### Layout detail

Region (24, 9) to (49, 34) um. Cells in grey, sequential cells in the stronger grey; small squares are vias.
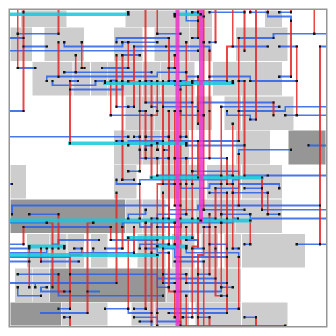
### Logic cells by family

Scale: 4 px per um.
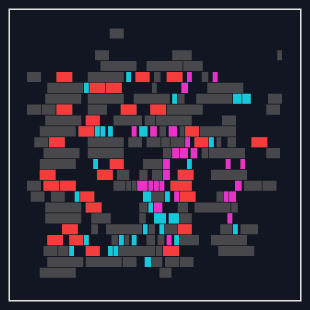
### Routing congestion map

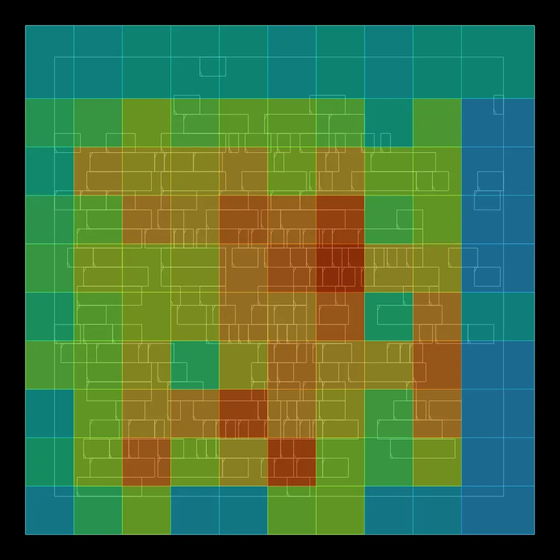
<file path="src/rtl/bit_demux_pkg.sv">
// Shared constants for the sequential bit demultiplexer: FSM state codes and
// the scan/addressed mode encoding.
package bit_demux_pkg;

  localparam logic [1:0] StIdle = 2'd0;
  localparam logic [1:0] StFill = 2'd1;
  localparam logic [1:0] StDone = 2'd2;

  localparam logic MODE_ADDR = 1'b0;
  localparam logic MODE_SCAN = 1'b1;

endpackage

</file>
<file path="src/rtl/demux_dec.sv">
// Combinational one-hot decoder: binary index to N-bit one-hot, with a flag
// telling whether the index addresses a real output.
module demux_dec #(
  parameter int unsigned N     = 8,
  parameter int unsigned Log2N = 3
) (
  input  logic [Log2N-1:0] idx_i,
  output logic [N-1:0]     onehot_o,
  output logic             in_range_o
);

  always_comb begin
    onehot_o   = '0;
    in_range_o = (32'(idx_i) < N);
    for (int i = 0; i < int'(N); i++) begin
      if (idx_i == Log2N'(i)) begin
        onehot_o[i] = 1'b1;
      end
    end
  end

endmodule

</file>
<file path="src/rtl/bit_demux_seq.sv">
// Sequential 1-to-N bit demultiplexer: scatters serial bits into an N-bit word,
// addressed by sel_i or by an internal scan counter, and presents it with a pulse.
module bit_demux_seq
  import bit_demux_pkg::*;
#(
  parameter int unsigned N     = 8,
  parameter int unsigned Log2N = 3
) (
  input  logic             clk_i,
  input  logic             rst_ni,
  input  logic             start_i,
  input  logic             mode_i,
  input  logic             bit_i,
  input  logic             bit_valid_i,
  input  logic [Log2N-1:0] sel_i,
  output logic [N-1:0]     data_o,
  output logic             data_valid_o,
  output logic             busy_o,
  output logic             err_sel_o
);

  logic [1:0]       state_q, state_d;
  logic             mode_q, mode_d;
  logic [N-1:0]     shadow_q, shadow_d;
  logic [N-1:0]     mask_q, mask_d;
  logic [N-1:0]     data_q, data_d;
  logic [Log2N-1:0] cnt_q, cnt_d;
  logic             err_q, err_d;

  logic [Log2N-1:0] wr_idx;
  logic [N-1:0]     wr_onehot;
  logic             wr_in_range;
  logic [N-1:0]     shadow_wr;
  logic [N-1:0]     mask_wr;
  logic             complete;

  assign wr_idx = (mode_q == MODE_SCAN) ? cnt_q : sel_i;

  demux_dec #(
    .N    (N),
    .Log2N(Log2N)
  ) u_dec (
    .idx_i     (wr_idx),
    .onehot_o  (wr_onehot),
    .in_range_o(wr_in_range)
  );

  // Out-of-range indices decode to all-zero, so shadow/mask are left untouched.
  assign shadow_wr = (shadow_q & ~wr_onehot) | (wr_onehot & {N{bit_i}});
  assign mask_wr   = mask_q | wr_onehot;
  assign complete  = (mode_q == MODE_SCAN) ? (cnt_q == Log2N'(N - 1)) : (&mask_wr);

  always_comb begin
    state_d  = state_q;
    mode_d   = mode_q;
    shadow_d = shadow_q;
    mask_d   = mask_q;
    data_d   = data_q;
    cnt_d    = cnt_q;
    err_d    = err_q;

    if (start_i) begin
      // Start clears the word in every state; data_q is deliberately kept.
      mode_d   = mode_i;
      shadow_d = '0;
      mask_d   = '0;
      cnt_d    = '0;
      err_d    = 1'b0;
      state_d  = StFill;
    end else begin
      case (state_q)
        StIdle: state_d = StIdle;
        StFill: begin
          if (bit_valid_i) begin
            if (wr_in_range) begin
              shadow_d = shadow_wr;
              mask_d   = mask_wr;
              if (mode_q == MODE_SCAN) begin
                cnt_d = cnt_q + 1'b1;
              end
              if (complete) begin
                data_d  = shadow_wr;
                state_d = StDone;
              end
            end else begin
              err_d = 1'b1;
            end
          end
        end
        StDone:  state_d = StIdle;
        default: state_d = StIdle;
      endcase
    end
  end

  always_ff @(posedge clk_i or negedge rst_ni) begin
    if (!rst_ni) begin
      state_q  <= StIdle;
      mode_q   <= MODE_ADDR;
      shadow_q <= '0;
      mask_q   <= '0;
      data_q   <= '0;
      cnt_q    <= '0;
      err_q    <= 1'b0;
    end else begin
      state_q  <= state_d;
      mode_q   <= mode_d;
      shadow_q <= shadow_d;
      mask_q   <= mask_d;
      data_q   <= data_d;
      cnt_q    <= cnt_d;
      err_q    <= err_d;
    end
  end

  assign data_o       = data_q;
  assign data_valid_o = (state_q == StDone);
  assign busy_o       = (state_q == StFill);
  assign err_sel_o    = err_q;

endmodule
</file>
<file path="config.mk">
export PLATFORM = sky130hd
export DESIGN_NAME = bit_demux_seq
export DESIGN_NICKNAME = d
export VERILOG_FILES = /design/src/rtl/bit_demux_pkg.sv /design/src/rtl/demux_dec.sv /design/src/rtl/bit_demux_seq.sv
export SDC_FILE = /design/constraint.sdc
export NUM_CORES = 1
export LEC_CHECK = 0
export ABC_CLOCK_PERIOD_IN_PS = 7200
export CAP_MARGIN = 20
export CELL_PAD_IN_SITES_DETAIL_PLACEMENT = 0
export CELL_PAD_IN_SITES_GLOBAL_PLACEMENT = 1
export CORE_MARGIN = 4
export CORE_UTILIZATION = 40
export DETAILED_ROUTE_END_ITERATION = 8
export MAX_ROUTING_LAYER = met4
export PLACE_DENSITY = 0.8
export SYNTH_ARGS = -nofsm -noshare
export SYNTH_HDL_FRONTEND = slang
export SYNTH_SLANG_ARGS = --single-unit
</file>
<file path="constraint.sdc">
create_clock -name clk_i -period 7.2 [get_ports clk_i]
set_input_delay 0.72 -clock clk_i [delete_from_list [all_inputs] [get_ports clk_i]]
set_output_delay 0.72 -clock clk_i [all_outputs]
set_load 0.005 [all_outputs]
</file>
==> impl_metrics.yaml <==
# yosys + openroad results
status:
  status: "finished, final reports clean"
timing:
  fin_worst_skew_ps: 2.61
  finalWorstSetupSlack_ps: 3930
  worst_pin_slew_ps: 905
  fin_crit_sh: 0.454
  finalSetupTns_ps: 0
  setup_viol: 0
worst_setup_path:
  r2r_start: "mode_q"
  critPathBufInv: 1
  crit_path_start: "sel_i[0]"
  cp_slowest_stage_delay_ps: 670
  crit_path_end_kind: "flip-flop"
  cp_slowest_cell: "clkdlybuf4s50_1"
  reg2reg_depth: 6
  worstPathArrival_ps: 3440
  cp-start-kind: "input port"
  rr_endpoint: "data_o[5]"
  cp.depth: 7
drt:
  met2WireLength_um: 1620
yosys:
  xor_share: 0.00526
  syn_area_um2: 1660
  numSynthFlops: 30
  top_cell_area_share: 0.451
  simple_gate_area_frac: 0.167
  ys_cells: 166
  synth_nets: 177
final_layout:
  num-fill-cells: 374
  final_layout_top_logic_cells: "30 x dfrtp_1, 22 x nor2_1, 20 x mux2_2"
  clkCellAreaFrac: 0.0487
  seq_share: 0.384
  nets: 192
  postLayoutCellArea_um2: 1950
  flop-count: 30
clock_tree:
  tritoncts: "done"
  clk_latency_ps: 280
global_routing:
  first_global_vias: 1302
pwr:
  power_uw: 366
  power_frac_clock: 0.384
  p_per_area_nw_per_um2: 188
  comb_power_share: 0.120
  p_clk_uw: 141
placed_design:
  port_buffers: 18
  dp.cells: 224
floorplanning:
  taps: 50
flow_run:
  warnings: 26
-- 'Layout detail' (at the start) --
| colour | layer |
|---|---|
| cyan | M3 |
| red | M2 |
| blue | M1 |
| magenta | M4 |
cells with their middle in the window: 51
netlist names of flops here include: mask_q (2)
sequential cells in the window: 2
most frequent: nor2_1 (9), nand2_1 (5), a21oi_1 (4)

-- 'Logic cells by family' (at the start) --
| colour | family | cells | most used |
|---|---|---|---|
| red | mux cells | 30 | mux2_2 |
| magenta | nand cells | 25 | nand2_1 |
| cyan | nor cells | 29 | nor2_1 |
final cell count without fillers: 232
Comb/total area: 0.427
Top cell excl fill/tap: dfrtp_1

-- 'Routing congestion map' (at the start) --
GR peak layer: met2
grt met2 use: 0.229

Power and IR drop assume default switching activity.
